File: config.mk
export PLATFORM = sky130hd
export DESIGN_NAME = readout
export DESIGN_NICKNAME = d
export VERILOG_FILES = /design/src/rtl/readout.sv
export SDC_FILE = /design/constraint.sdc
export NUM_CORES = 1
export LEC_CHECK = 0
export CORE_MARGIN = 2
export CORE_UTILIZATION = 40
export CTS_CLUSTER_DIAMETER = 40
export DETAILED_ROUTE_END_ITERATION = 8
export PLACE_DENSITY = 0.67
export SYNTH_ARGS = -nofsm -noshare
export SYNTH_HDL_FRONTEND = slang
export SYNTH_SLANG_ARGS = --single-unit
export TNS_END_PERCENT = 1
File: constraint.sdc
create_clock -name clk -period 2 [get_ports clk]
set_clock_uncertainty 0.15 [all_clocks]
set_input_delay 0.3 -clock clk [delete_from_list [all_inputs] [get_ports clk]]
set_output_delay 0.3 -clock clk [all_outputs]
set_load 0.02 [all_outputs]
File: src/rtl/readout.sv
// readout: streams every byte of the full acquisition RAM (address 0 to last) to the host
// transmitter once per grant. Define READOUT_CKSUM_EN to append a zero-sum checksum byte.
module readout #(
    parameter int unsigned ADDR_W = 10,
    parameter int unsigned DATA_W = 8,
    parameter int unsigned RD_LAT = 1
) (
    input  logic              clk,
    input  logic              rst_n,
    input  logic              grant_rd,
    output logic              done_rd,
    output logic [ADDR_W-1:0] rd_addr,
    output logic              rd_en,
    input  logic [DATA_W-1:0] rd_data,
    output logic [DATA_W-1:0] tx_data,
    output logic              tx_valid,
    input  logic              tx_ready
);

    localparam int unsigned       LAT_W     = 2;
    localparam logic [ADDR_W-1:0] LAST_ADDR = {ADDR_W{1'b1}};
    localparam logic [LAT_W-1:0]  LAT_LAST  = LAT_W'(RD_LAT - 1);

    typedef enum logic [5:0] {
        S_IDLE  = 6'b000001,
        S_READ  = 6'b000010,
        S_LAT   = 6'b000100,
        S_SEND  = 6'b001000,
        S_CKSUM = 6'b010000,
        S_DONE  = 6'b100000
    } state_t;

    state_t            r_state;
    logic [ADDR_W-1:0] r_rd_addr;
    logic              r_rd_en;
    logic [DATA_W-1:0] r_tx_data;
    logic              r_tx_valid;
    logic              r_done_rd;
    logic [LAT_W-1:0]  r_lat_cnt;
    logic              w_xfer;

    assign w_xfer = r_tx_valid & tx_ready;

`ifdef READOUT_CKSUM_EN
    // Running sum of accepted data bytes; the trailing byte is its negation.
    logic [DATA_W-1:0] r_acc;
    logic [DATA_W-1:0] w_acc_next;

    assign w_acc_next = r_acc + r_tx_data;
`endif

    // rd_en is pulsed on every entry into READ, so it is high exactly for the READ cycle.
    always_ff @(posedge clk or negedge rst_n) begin
        if (!rst_n) begin
            r_state    <= S_IDLE;
            r_rd_addr  <= '0;
            r_rd_en    <= 1'b0;
            r_tx_data  <= '0;
            r_tx_valid <= 1'b0;
            r_done_rd  <= 1'b0;
            r_lat_cnt  <= '0;
`ifdef READOUT_CKSUM_EN
            r_acc      <= '0;
`endif
        end else begin
            r_rd_en <= 1'b0;
            case (r_state)
                S_IDLE: begin
                    if (grant_rd) begin
                        r_state   <= S_READ;
                        r_rd_addr <= '0;
                        r_rd_en   <= 1'b1;
`ifdef READOUT_CKSUM_EN
                        r_acc     <= '0;
`endif
                    end
                end
                S_READ: begin
                    r_state   <= S_LAT;
                    r_lat_cnt <= '0;
                end
                S_LAT: begin
                    if (r_lat_cnt == LAT_LAST) begin
                        r_tx_data  <= rd_data;
                        r_tx_valid <= 1'b1;
                        r_state    <= S_SEND;
                    end else begin
                        r_lat_cnt <= r_lat_cnt + LAT_W'(1);
                    end
                end
                S_SEND: begin
                    if (w_xfer) begin
`ifdef READOUT_CKSUM_EN
                        r_acc <= w_acc_next;
`endif
                        if (r_rd_addr == LAST_ADDR) begin
`ifdef READOUT_CKSUM_EN
                            r_state    <= S_CKSUM;
                            r_tx_data  <= DATA_W'(0) - w_acc_next;
                            r_tx_valid <= 1'b1;
`else
                            r_state    <= S_DONE;
                            r_tx_valid <= 1'b0;
                            r_done_rd  <= 1'b1;
`endif
                        end else begin
                            r_state    <= S_READ;
                            r_tx_valid <= 1'b0;
                            r_rd_addr  <= r_rd_addr + ADDR_W'(1);
                            r_rd_en    <= 1'b1;
                        end
                    end
                end
`ifdef READOUT_CKSUM_EN
                S_CKSUM: begin
                    if (w_xfer) begin
                        r_state    <= S_DONE;
                        r_tx_valid <= 1'b0;
                        r_done_rd  <= 1'b1;
                    end
                end
`endif
                S_DONE: begin
                    if (!grant_rd) begin
                        r_state   <= S_IDLE;
                        r_done_rd <= 1'b0;
                    end
                end
                default: begin
                    r_state <= S_IDLE;
                end
            endcase
        end
    end

    assign done_rd  = r_done_rd;
    assign rd_addr  = r_rd_addr;
    assign rd_en    = r_rd_en;
    assign tx_data  = r_tx_data;
    assign tx_valid = r_tx_valid;

endmodule

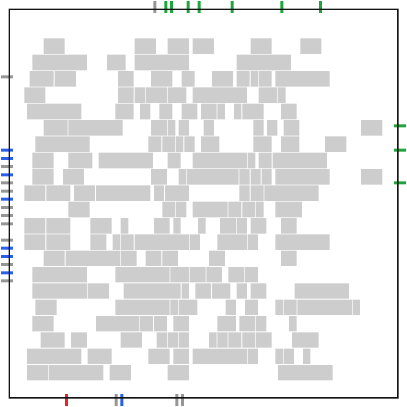
Figure 1: ports around the boundary.
Drawn at 6 px/um. Pins as bars across the die edge, other pins in grey.
| port | colour | pins | direction | edge |
|---|---|---|---|---|
| `tx_data` | blue | 8 | output | 7 left, 1 bottom |
| `rst_n` | red | 1 | input | bottom |
| `rd_addr` | green | 10 | output | 7 top, 3 right |
Die Span Y: 64.52 um
IO buf count: 32

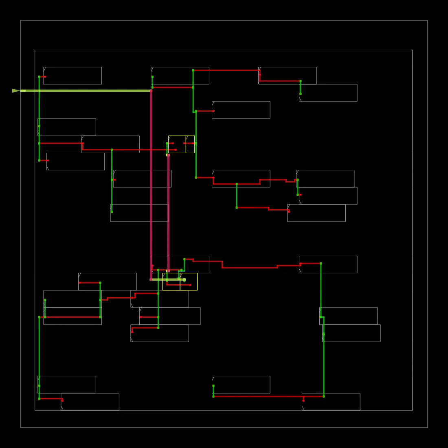
Figure 2: clock wiring as the flow saved it.
Clock Latency Late Sink: 330 ps
clock sinks: 28

==> impl_metrics.toml <==
# yosys + openroad results
[yosys]
synth.cellmix.compoundShare_pct = 15.37
syn_area_per_cell_um2 = 10.39
syn_nets = 155
synthMuxAreaShare_pct = 6.917
synth-seq-area-share_pct = 47.91

[floorplanning]
core_um2 = 3416
fp-row-count = 21
die_x_um = 64.52
tapCellCount = 46
io_pins = 33
floorplan.core_util_pct = 42.89

[clock_network]
htreeDepth = 1
cts_resized = 0
ctsHoldBuffers = 0
postCtsSetupRepairBufs = 0
cts_buffer_depth = 2

[sta]
finalCritPeriodShare_pct = 97.26
setup_viol = 0
tns_ps = 0
finalHoldViolCount = 0
fin_hold_ws_ps = 190.9
timing.fmax_mhz = 514.1

[worst_setup_path]
cp_slowest_cell = "clkdlybuf4s50_1"
critPathLaunchType = "register"
r2r_start = "r_state[1]$_DFFE_PN0P_"
path_cells = "buf_4 > clkdlybuf4s50_1"
endpoint_kind = "primary output"
crit_type = "reg -> out"
arrival_ps = 1500

[global_route]
grt_first_pass_wirelength_um = 5720

[drt]
wl_um = 3367
drc = 0

[power]
finalPower_mw = 1.831
p_int_mw = 1.178
swShare_pct = 35.66
clock_power_share_pct = 13.6
power.share.combinational_pct = 41.5
maxPowerGroup = "registers"
power_switching_uw = 652.9

[finish]
clock_area_share_pct = 1.365
layout.cells.non_filler = 227
fin_util_pct = 56.37
layout.nonclk_buf_share_pct = 21.96
num-multi-input-gates = 93
nClkBuffers = 4
syn_to_final_growth_pct = 31.43
final_nets = 196
drive_gt1_share_pct = 17.13

[run]
warnings = 26
maxCapViolations = 0

[outcome]
outcome = "complete, no violations"

[place]
dpl_worst_slack_ps = -51.01
hpwl_um = 2436
## path summary, 6_finish.rpt
check / to / cells after the start / slack [ps]
worst max register to register: rd_addr[9]$_DFFE_PN0P_ / 6 / 110
max in group asynchronous: r_state[0]$_DFFE_PN1P_ / 2 / 1190
worst min-delay path: tx_data[3]$_DFFE_PN0P_ / 2 / 190
worst min register to register: r_lat_cnt[0]$_DFFE_PN0P_ / 1 / 340
min in group clk: r_lat_cnt[0]$_DFFE_PN0P_ / 1 / 340
worst max-delay path: rd_addr[1] / 2 / 50
## metal layers
layer / wire [um] / global-route usage (%)
met2: 1625 / 29.95
met4: 59 / 8.777
met5: 0 / 0
met3: 167 / 3.125
met1: 1515 / 21.51
